[src/rtl/cla_pipe_adder.sv]
// Two-stage pipelined carry-lookahead adder/subtractor.
// Stage 1 forms group generate/propagate and carry-select sums; stage 2 resolves group carries.
module cla_pipe_adder #(
    parameter int WIDTH = 16,
    parameter int GROUP = 4
) (
    input  logic             clk,
    input  logic             rst,
    input  logic             in_valid,
    input  logic [WIDTH-1:0] a,
    input  logic [WIDTH-1:0] b,
    input  logic             cin,
    input  logic             sub,
    output logic             out_valid,
    output logic [WIDTH-1:0] sum,
    output logic             cout,
    output logic             ovf,
    output logic             zero
);

    localparam int NG  = WIDTH / GROUP;
    localparam int MSB = WIDTH - 1;

    generate
        if (GROUP < 1 || WIDTH < GROUP || (WIDTH % GROUP) != 0) begin : g_bad_params
            $error("cla_pipe_adder: WIDTH must be a non-zero multiple of GROUP");
        end
    endgenerate

    // ---------------- stage 1: per-group lookahead terms ----------------
    logic [WIDTH-1:0] b_eff;
    logic [WIDTH-1:0] p;
    logic [WIDTH-1:0] g;
    logic [NG-1:0]    grp_g_d;
    logic [NG-1:0]    grp_p_d;
    logic [WIDTH-1:0] sum0_d;
    logic [WIDTH-1:0] sum1_d;

    assign b_eff = b ^ {WIDTH{sub}};
    assign p     = a ^ b_eff;
    assign g     = a & b_eff;

    always_comb begin
        // NOTE: every combinational output gets a default first so no path can infer a latch.
        grp_g_d = '0;
        grp_p_d = '0;
        sum0_d  = '0;
        sum1_d  = '0;
        for (int i = 0; i < NG; i++) begin
            grp_p_d[i] = &p[i*GROUP +: GROUP];
            for (int j = 0; j < GROUP; j++) begin
                grp_g_d[i] = g[i*GROUP+j] | (p[i*GROUP+j] & grp_g_d[i]);
            end
            sum0_d[i*GROUP +: GROUP] = a[i*GROUP +: GROUP] + b_eff[i*GROUP +: GROUP];
            sum1_d[i*GROUP +: GROUP] = a[i*GROUP +: GROUP] + b_eff[i*GROUP +: GROUP] + GROUP'(1);
        end
    end

    logic             v1;
    logic [NG-1:0]    grp_g_q;
    logic [NG-1:0]    grp_p_q;
    logic [WIDTH-1:0] sum0_q;
    logic [WIDTH-1:0] sum1_q;
    logic             a_msb_q;
    logic             b_msb_q;
    logic             cin_q;

    always_ff @(posedge clk) begin
        // NOTE: sequential state uses non-blocking assignment so every register samples pre-edge values.
        if (rst) begin
            v1      <= 1'b0;
            grp_g_q <= '0;
            grp_p_q <= '0;
            sum0_q  <= '0;
            sum1_q  <= '0;
            a_msb_q <= 1'b0;
            b_msb_q <= 1'b0;
            cin_q   <= 1'b0;
        end else begin
            v1 <= in_valid;
            if (in_valid) begin
                grp_g_q <= grp_g_d;
                grp_p_q <= grp_p_d;
                sum0_q  <= sum0_d;
                sum1_q  <= sum1_d;
                a_msb_q <= a[MSB];
                b_msb_q <= b_eff[MSB];
                cin_q   <= cin;
            end
        end
    end

    // ---------------- stage 2: second-level lookahead and select ----------------
    logic [NG:0]      c;
    logic             prod;
    logic             carry_terms;
    logic [WIDTH-1:0] sum_sel;

    // Each group carry is a flat sum of products over the group G/P terms and cin.
    always_comb begin
        c           = '0;
        prod        = 1'b0;
        carry_terms = 1'b0;
        c[0]        = cin_q;
        for (int i = 0; i < NG; i++) begin
            carry_terms = 1'b0;
            for (int j = 0; j <= i; j++) begin
                prod = grp_g_q[j];
                for (int k = j + 1; k <= i; k++) begin
                    prod = prod & grp_p_q[k];
                end
                carry_terms = carry_terms | prod;
            end
            prod = cin_q;
            for (int k = 0; k <= i; k++) begin
                prod = prod & grp_p_q[k];
            end
            c[i+1] = carry_terms | prod;
        end
    end

    always_comb begin
        sum_sel = '0;
        for (int i = 0; i < NG; i++) begin
            sum_sel[i*GROUP +: GROUP] = c[i] ? sum1_q[i*GROUP +: GROUP] : sum0_q[i*GROUP +: GROUP];
        end
    end

    always_ff @(posedge clk) begin
        if (rst) begin
            out_valid <= 1'b0;
            sum       <= '0;
            cout      <= 1'b0;
            ovf       <= 1'b0;
            zero      <= 1'b0;
        end else begin
            out_valid <= v1;
            if (v1) begin
                sum  <= sum_sel;
                cout <= c[NG];
                ovf  <= (a_msb_q == b_msb_q) && (sum_sel[MSB] != a_msb_q);
                zero <= (sum_sel == '0);
            end
        end
    end

endmodule

[config.mk]
export PLATFORM = sky130hd
export DESIGN_NAME = cla_pipe_adder
export DESIGN_NICKNAME = d
export VERILOG_FILES = /design/src/rtl/cla_pipe_adder.sv
export SDC_FILE = /design/constraint.sdc
export NUM_CORES = 1
export LEC_CHECK = 0
export CAP_MARGIN = 10
export CELL_PAD_IN_SITES_DETAIL_PLACEMENT = 0
export CELL_PAD_IN_SITES_GLOBAL_PLACEMENT = 2
export CORE_UTILIZATION = 33
export DETAILED_ROUTE_END_ITERATION = 16
export GPL_TIMING_DRIVEN = 0
export PLACE_DENSITY_LB_ADDON = 0.12
export SLEW_MARGIN = 20
export SYNTH_ARGS = -nofsm -noshare
export SYNTH_HDL_FRONTEND = slang
export SYNTH_SLANG_ARGS = --single-unit
[constraint.sdc]
create_clock -name clk -period 5.39 [get_ports clk]
set_clock_uncertainty 0.05 [all_clocks]
set_input_delay 1.617 -clock clk [delete_from_list [all_inputs] [get_ports clk]]
set_output_delay 1.617 -clock clk [all_outputs]
set_load 0.03 [all_outputs]
### Wiring by layer, run 1

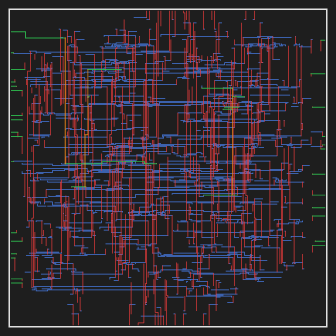
[M1] blue | wire length: 3820 µm
[M3] green | wire length: 173 µm
[M4] orange | wire length: 115 µm
[M2] red | wire length: 4030 µm

### Signal wires on met2, run 1

Cells faint in the background.
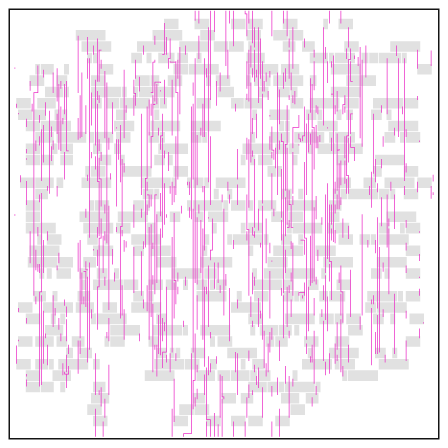
nets with wire on the layer: 394
longest straight run: 53.7 µm
wire length on this layer: 4030 µm
main direction: vertical

### Routing congestion, run 1

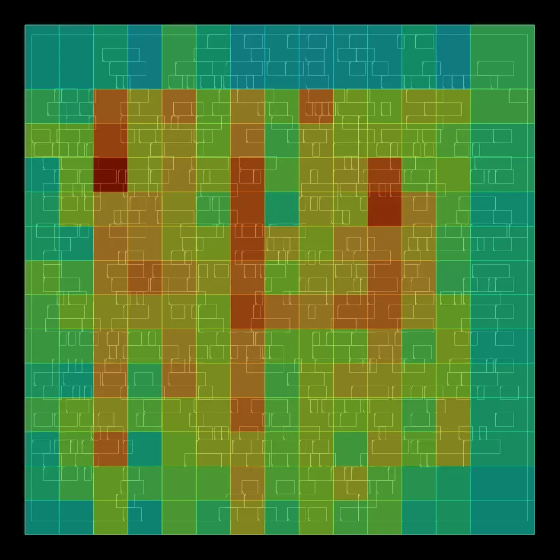
grt met3 use: 3.46%
fin util: 43.0%
Top Usage Layer GRT: met2
gr usage total: 17.0%

-- run 1: Yosys cell counts, drive strengths merged --
cell and n:
nand3 1, nor3 3, xnor2 12, nand4 1, a211oi 35, fa 8, a311oi 1, a21oi 12
nor3b 2, a21o 6, or4 1, clkbuf 15, xor2 16, nor2b 2, mux2 1, nor2 61
buf 6, dfxtp 64, and4 4, or3b 1, nand2 1, a31oi 1, ha 20, mux2i 41
or3 1, and3 4, nor4 3, o221ai 1, o21ai 1, inv 23
-- run 1: layer usage --
layer | share of wire [%] | global-route usage, %
met5 | 0 | 0
met1 | 47 | 21.2
met4 | 1.4 | 5.93
met2 | 50 | 29.1
met3 | 2.1 | 3.46
-- run 1: final timing paths --
path	slack [ns]	endpoint	cells past startpoint
worst max-delay path	0.84	sum1_q[7]$_SDFFE_PP0P_	11
worst min-delay path	0.43	sum0_q[5]$_SDFFE_PP0P_	2
worst max register to register	3.30	zero$_SDFFE_PP0P_	6
worst min register to register	0.43	sum0_q[5]$_SDFFE_PP0P_	2
-- run 1: cell usage in the layout (no fill, tap or decap), drive strengths merged, types with 3 or more instances in the layout --
cell type / count
fa: 8
and4: 4
nor4: 3
xnor2: 12
a21oi: 12
a21o: 6
xor2: 16
a211oi: 35
clkbuf: 27
clkdlybuf4s50: 54
nor2: 61
inv: 23
ha: 20
mux2i: 41
nor3: 3
dfxtp: 64
and3: 4
buf: 6
-- run 1: sequential cells by signal, indices dropped and copies added, names as in the netlist --
register   count
a_msb_q        1
b_msb_q        1
cin_q          1
cout           1
grp_g_q        4
grp_p_q        4
out_valid      1
ovf            1
sum           16
sum0_q        16
sum1_q        16
v1             1
zero           1
==> results.toml, run 1 <==
# implementation run metrics
[status]
outcome = "completed"

[routing]
vias = 2602
drt_wl_total_um = 8130
wl_per_cell_um = 14.8
drt_iter0_drc = 50
via_per_inst = 4.75

[finish]
area_delta_synth_final_pct = 26.0
buffer_area_share_pct = 14.9
inv_count = 23
num-fill-cells = 1031
comb_area_share_pct = 44.8
fin_area_mm2 = 0.00421
seq_cells = 64
signal_buffers = 75
finalNonFillerCells = 548
clock_area_share_pct = 3.81
layout-drive-gt1-share_pct = 4.34
n_clock_buffer = 12

[critical_path]
crit_buf_inv = 4
setup.worst_path.start = "sub"
worstSetupPathType = "input port to flop"
crit_fanout = 10
start_kind = "input port"
cp.arrival_ns = 4.75
crit_chain = "clkbuf_1, clkbuf_1, xor2_1, ha_1, inv_1, fa_1, inv_1, fa_1, and3_1, xnor2_1, a211oi_1"
worstSetupEndpointType = "flop"
crit_slowest_cell = "clkbuf_1"

[sta]
fin_ws_ns = 0.842
tightest_slew_ns = 0.821
holdWs_ns = 0.430
setup_viol = 0
finalClockPeriodUsage_pct = 84.4
slew_viol_final = 0

[pwr]
p_int_mw = 0.871
power.group.top = "registers"
finalPower_mw = 1.26
seqPwrFrac_pct = 44.0
p_per_area_mw_per_mm2 = 298
total_leakage_power_nw = 1.80
p_switching_mw = 0.385
powerClk_mw = 0.354

[synthesis]
top_area_share_pct = 38.4
ys_ff = 64
yosysWarnings = 0
synthXorXnorAreaFrac_pct = 7.34
yosysChipArea_mm2 = 0.00334
aoi_share_pct = 12.6
adder_share_pct = 12.3
synthMuxAreaShare_pct = 12.6
fp_nets = 413
yosys_cells = 348

[floorplan]
die_area_mm2 = 0.0105
io_pins = 57
num_rows = 36

[global_route]
grt_max_degree = 11

[min_path]
hold_start = "sum0_q[5]$_SDFFE_PP0P_"

[placement]
place_congestion = 0.736
dp_hpwl_um = 6220
dpl-instance-area_mm2 = 0.00405

[clock_network]
cts_hold_buf = 0
worstSkewPairLatency_ns = 0.34
cts_buffer_depth = 2

[flow_run]
drv_cap = 0
==> inputs of run 2 (changes only) <==
Settings changed: CORE_UTILIZATION 33 to 30.
Clock period 5.39 ns to 3.9 ns, I/O delays scaled along.
### Routing congestion, run 2

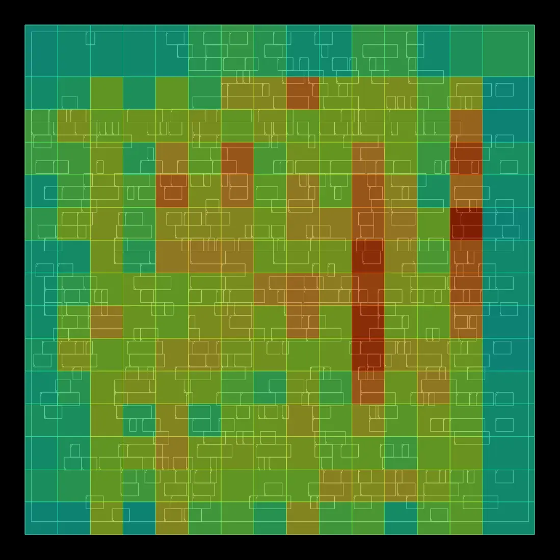
gr usage total: 15.7%
wire length per cell: 15.1 µm
GR Layer Usage met2: 25.1%

==> run 2 against run 1 <==
  * Total power increased by 54%
  * Synthesized cell count unchanged
  * Global-route usage decreased by 1.3 points
  * Sequential power increased by 38%
  * Sequential share of layout area decreased by 0.65 points
  * Combinational power increased by about 40%
  * Clock-buffer cell count unchanged
  * Via count increased by 0.50%
  * Wire length increased by 3.4%
  * Synthesized area unchanged
  * Largest power group unchanged
  * Highest routed layer unchanged
==> results.toml, run 2 <==
# implementation run metrics
[sta]
setup_viol = 0
hold_viol = 0
min_period_ns = 3.53
slew_headroom_pct = 42.8
finalClockPeriodUsage_pct = 90.5
tightest_slew_ns = 0.857
final.setup.tns_ns = 0
fin_ws_ns = 0.369
fmax_mhz = 283
slew_viol_final = 0
holdWs_ns = 0.433
rsz0062_at_grt = "false"

[floorplan]
fp_util_pct = 30.8
num_rows = 38
die_w_um = 108
die_h_um = 108
core_area_mm2 = 0.0108
die_area_mm2 = 0.0116
io_pins = 57

[critical_path]
worstSetupEndpointType = "flop"
crit_slowest_cell = "fa_1"
crit_fanout = 10
critical_path.top_delay_family = "adder cells"
cp.required_ns = 4.11
crit_buf_inv = 4
cpPeakStageDelay_ns = 0.47
cp.arrival_ns = 3.74
crit_chain = "clkbuf_2, clkbuf_2, xor2_1, ha_1, inv_1, fa_1, inv_1, fa_1, and3_1, xnor2_1, a211oi_1"
start_kind = "input port"
worstSetupPathType = "input port to flop"

[routing]
vias = 2615
drc_errors = 0
via_per_inst = 4.69
drt_iter0_drc = 87
final_antenna_net_count = 0
firstDrtPassIters = 4
drt_wl_total_um = 8410

[placement]
place_inst = 542
dp_hpwl_um = 6470
io_buffer_count = 54
place_congestion = 0.701
dpl-instance-area_mm2 = 0.00406
pre_cts_slack_ns = -0.574

[pwr]
max-vdd-ir-drop_v = 0.000137
total_leakage_power_nw = 1.83
finalPower_mw = 1.93
p_per_area_mw_per_mm2 = 450

[synthesis]
fp_nets = 413
syn-cell-area_mm2 = 0.00334
yosys_cells = 348
topCellsByArea = "dfxtp_1 38%, mux2i_1 12%, a211oi_1 7.9%"
seq_area_frac_synth_pct = 38.4
edf_count = 0
synth_cells = 348
ff_type = "dfxtp_1"
synth.avg_cell_area_um2 = 9.60
ys_ff = 64
synth.distinct_cells = 32
top_area_share_pct = 38.4
yosysChipArea_mm2 = 0.00334
top_cell = "dfxtp_1"
async_reset_ff_share_pct = 0
synthTopCellsByCount = "64 x dfxtp_1, 61 x nor2_1, 41 x mux2i_1, 35 x a211oi_1, 23 x inv_1"
largest_area_cell = "dfxtp_1"
yosysWarnings = 0

[global_route]
grt_max_degree = 12
grt_pass1_wl_um = 13400
antenna_found_initial = 0
grt_pass1_vias = 2484
grt.overflow.total = 0

[clock_network]
postCtsResizedCells = 1
cts_sinks = 64
cts_buffers = 9
clkTransAtPathRegs_ns = 0.07
h-tree-depth = 3
post-cts-setup-buffers = 0
cts_buffer_depth = 2
cts_hold_buf = 0
root_buffer = "clkbuf_8"
cts_tree = "built"

[finish]
layout_top_registers = "sum0_q (16), sum1_q (16), sum (16)"
area_delta_synth_final_pct = 28.7
finalNonFillerCells = 558
layout_top_cells = "64 x dfxtp_1, 61 x nor2_1, 54 x clkdlybuf4s50_1, 41 x mux2i_1, 35 x a211oi_1"
layout-drive-gt1-share_pct = 5.74
layout_top_cell = "dfxtp_1"
fin_area_mm2 = 0.00430
diodes = 0
num-fill-cells = 1142
fin_util_pct = 39.7
nets = 478

[flow_run]
drv_cap = 0
warnings = 26

[min_path]
hold_class = "flop to flop"

[status]
outcome = "completed"
### Clock network drawn from the DEF, run 2

Scale bar: 20 µm.
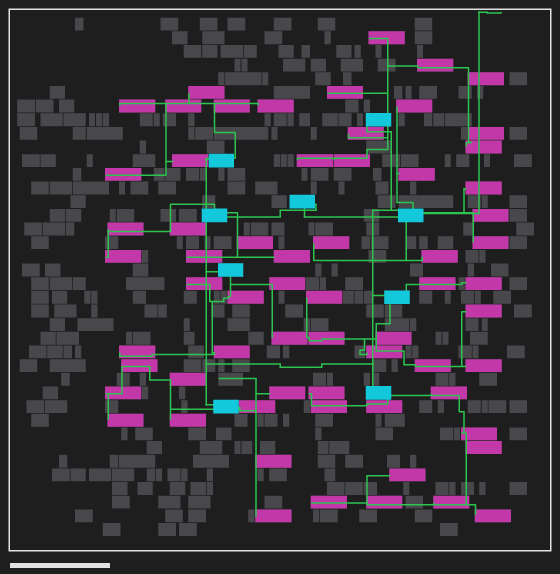
[flip-flops] magenta | count: 64
[clock wires] green | length: 951 µm
[clock-net drivers] cyan | count: 9
routed clock nets: 10
P_clk: 0.681 mW
clk latency late pin: 0.35 ns
clock power share: 35.2%

## run 2: path summary, 6_finish.rpt
| check | start | end | slack (ns) | cells past startpoint |
|---|---|---|---|---|
| worst max-delay path | sub | sum1_q[7]$_SDFFE_PP0P_ | 0.37 | 11 |
| worst min-delay path | sum[4]$_SDFFE_PP0P_ | sum[4]$_SDFFE_PP0P_ | 0.43 | 2 |
| worst max register to register | cin_q$_SDFFE_PP0P_ | zero$_SDFFE_PP0P_ | 1.63 | 6 |
| worst min register to register | sum[4]$_SDFFE_PP0P_ | sum[4]$_SDFFE_PP0P_ | 0.43 | 2 |
## run 2: area by class of cell
type / instances / area, µm² / share of cell area [%]
plain buffers: 21 / 88.8 / 2.07
multi-input cells: 240 / 1890 / 43.9
flip-flops and latches: 64 / 1280 / 29.8
clock inverters: 4 / 75.1 / 1.75
repair buffers: 54 / 541 / 12.6
inverters: 23 / 86.3 / 2.01
well taps: 140 / 175 / 4.07
clock buffers: 12 / 165 / 3.84
## run 2: where the power goes
part | internal [mW] | total [mW] | switching, mW | leakage, nW
Combinational | 0.230 | 0.490 | 0.260 | 1.19
Sequential | 0.719 | 0.764 | 0.0447 | 0.528
Clock | 0.412 | 0.681 | 0.269 | 0.115
## run 2: logic make-up after synthesis
group / Yosys count / share of synthesized area [%]
adder cells (fa/ha/maj): 28 / 12.3
XOR/XNOR: 28 / 7.34
buffers and inverters: 44 / 5.17
AND/OR/NAND/NOR: 85 / 11.6
multiplexers: 42 / 12.6
AND-OR/OR-AND: 57 / 12.6
flip-flops: 64 / 38.4
## run 2: per-layer routing
layer  routed length, µm  share of wire, %  track usage [%]  up-vias
li1                    -                 -                -     1335
met1                4270                51             21.2     1217
met2                3740                44             25.1       50
met3                 251               3.0             2.42       13
met4                 141               1.7             5.87        0
met5                   0                 0                0        -
Power and IR drop assume default switching activity.
